registers.png
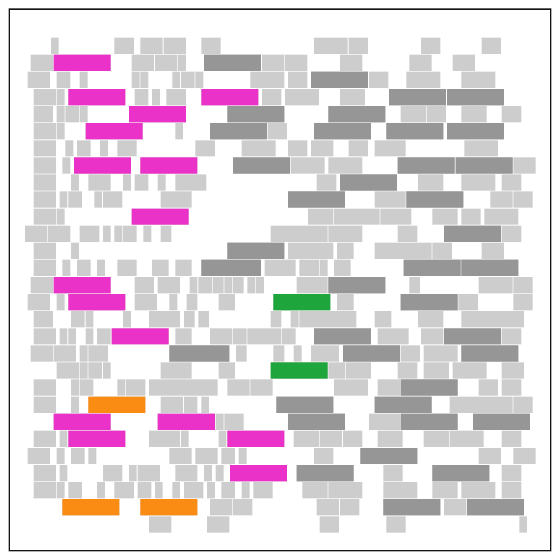
cell_classes.png
Fill, decap, tap and diode cells in gray.
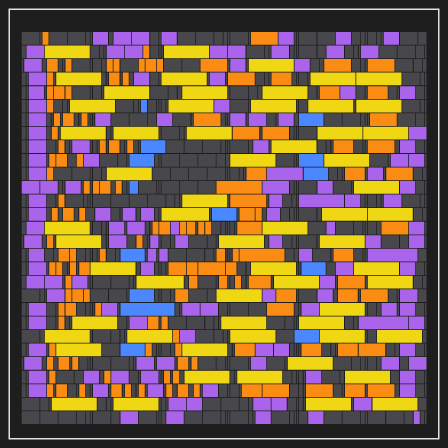
zoom.png
Scale bar: 20 um. Window x 0 to 50, y 0 to 50 um. Cells in gray, sequential cells in the stronger gray; small squares are vias.
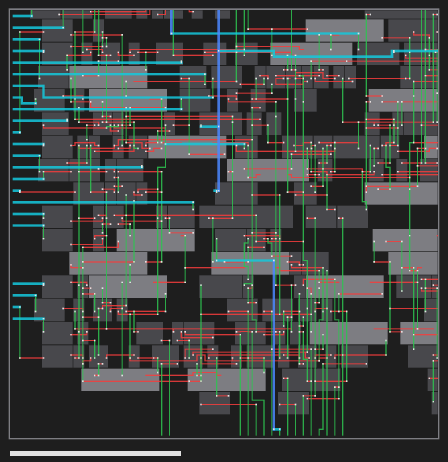
wire_density.png
Scale bar: 20 um. 17 x 17 tiles, from black (low) to pale yellow (high), scaled to the fullest tile. Values are wire area over tile area, all layers added.
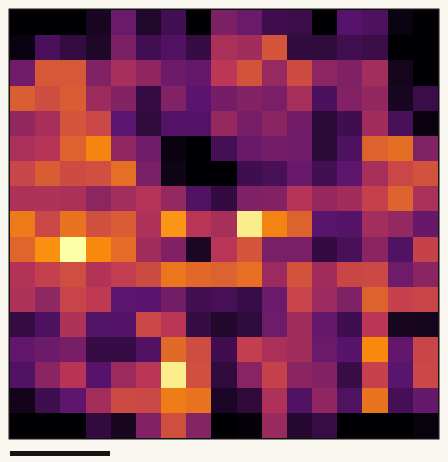
Design mem_arbiter_flat, sky130hd; sources not shown.
==> run_results.csv <==
group,metric,value,unit
synthesis,synth_top_cell_by_count,"dfrtp_1",
synthesis,avgSynthCellArea,12.2,um^2
cells_and_area,layout_top_cells,"clkdlybuf4s50_1, dfrtp_1, dlygate4sd2_1",
synthesis,synthesis.area,2480,um^2
synthesis,syn_nets,266,
sta,fin_setup_tns,-57.5,ps
drt,drc_errors,0,
global_routing,grt-ovfl-total,0,
synthesis,yosys.stat.seqShare,60.6,%
clocking,cts_max_level,3,
drt,routed_via_density,4.70,
sta,worst_slew_pin_slew,968,ps
drt,first_iter_violations,67,
cells_and_area,nonClockInverterCount,3,
global_routing,met3_usage,5.39,%
sta,setup_viol,4,
power,powerDensity,2200,nW/um^2
place,gp_congestion,0.675,
synthesis,synth_cell_types,23,
power,power_frac_seq,33.5,%
cells_and_area,largestClassByArea,"registers",
die,fp-utilization,38.7,%
drt,route.met3.wl,504,um
cells_and_area,final-clk-cell-share,4.69,%
cells_and_area,layout.area.comb,971,um^2
critical_path,worst-path-max-fanout,10,
die,chipArea,7380,um^2
clocking,clock_latency,320,ps
clocking,numCtsBuffers,9,
die,chipWidth,85.9,um
synthesis,top_area_share,58.4,%
synthesis,synth-cells-yosys,203,
global_routing,grt_use_met2,26.6,%
sta,finClkSkew,6.33,ps
place,dpl_cell_area,3760,um^2
place,port_buffers,115,
global_routing,grt_pass1_vias,2000,
sta,finalCritPeriodShare,101,%
clocking,clkTransAtPathRegs,60,ps
sta,slew_violations,0,
outcome,violations,"negative setup slack",
critical_path,critical_path_class,"reg2reg",
sta,hold_viol,0,
critical_path,r2r_slack,-20,ps
synthesis,ys_chip_area,2480,um^2
sta,fmax,0.682,GHz
drt,wl_met2,2.74,mm
synthesis,yosysTopAreaCell,"dfrtp_1",
synthesis,top_cells_by_area,"dfrtp_1, mux2_2, nand2_1",
clocking,cts_hold_buf,1,
drt,met1_length,2.45,mm
drt,top_layer,"met4",
cells_and_area,num-multi-input-gates,130,
cells_and_area,fill_cells,596,
clocking,cts_root_buffer,"clkbuf_8",
sta,setup_ws,-16.5,ps
place,dp_hpwl,4.08,mm
critical_path,arrival,1670,ps
sta,holdWs,356,ps
clocking,ctsLongestPathBuffers,2,
job,warnings,31,
cells_and_area,antenna_cells,0,
global_routing,grt_pass1_wl,9.55,mm
outcome,outcome,"complete, but fails checks",
clocking,cts_tree,"yes",
worst_hold_path,min_path_cells,3,
Back to the opening pictures, registers.png:
| color | signal | flops |
|---|---|---|
| orange | u_core.bus.mem_address | 3 |
| green | u_core.state | 2 |
| magenta | u_core.bus.mem_data_in | 16 |
not colored: 39
final core occ: 63.2%
Reg area: 1500 um^2
Flop+latch power: 2.99 mW

Back to the opening pictures, cell_classes.png:
| color | class | cells |
|---|---|---|
| blue | clock drivers and dummy loads | 14 |
| purple | other buffers and delay cells | 134 |
| yellow | flip-flops | 60 |
| orange | all other logic | 133 |
Seq area share: 37.1%
post-route cell area: 4060 um^2
core area: 6420 um^2
row count: 29

Back to the opening pictures, zoom.png:
| color | layer |
|---|---|
| cyan | met3 |
| green | met2 |
| blue | met4 |
| red | met1 |
cells with their middle in the window: 136
sequential cells in the window: 18
most frequent: clkdlybuf4s50_1 (26), nand2_1 (25), dfrtp_1 (16)

Back to the opening pictures, wire_density.png:
tiles over half the peak: 25%
nearly empty tiles: 6.9%
emptiest ninth of the die: upper right
mean over tiles: 0.13
fullest tile: 0.37
densest ninth of the die: middle left
Avg WL per Cell: 13.9 um
total number of vias: 1963
all-layer global routing usage: 16.5%
Total Wirelength: 5.80 mm

critical path, cell delays in order, from the launching register on:
cell,delay (ps)
dfrtp_1,390
inv_2,110
ha_4,140
nor2b_4,170
nand2_4,70
clkbuf_16,170
mux2_4,300
power groups by stage:
stage	Combinational (mW)	Sequential, mW	Clock (mW)
floorplan	1.56	4.00	0
global placement	4.62	3.01	0
detailed placement	4.68	3.03	0
CTS	4.49	3.00	1.50
global route	4.84	3.10	1.59
finish	4.49	2.99	1.45
logic make-up after synthesis:
group / synth area share (%)
adder cells (fa/ha/maj): 1.51
flip-flops: 60.6
buffers and inverters: 3.37
AND/OR/NAND/NOR: 11.6
AND-OR/OR-AND: 6.90
multiplexers: 16.0
No activity file was given, so power comes from the tool's default toggle rates.
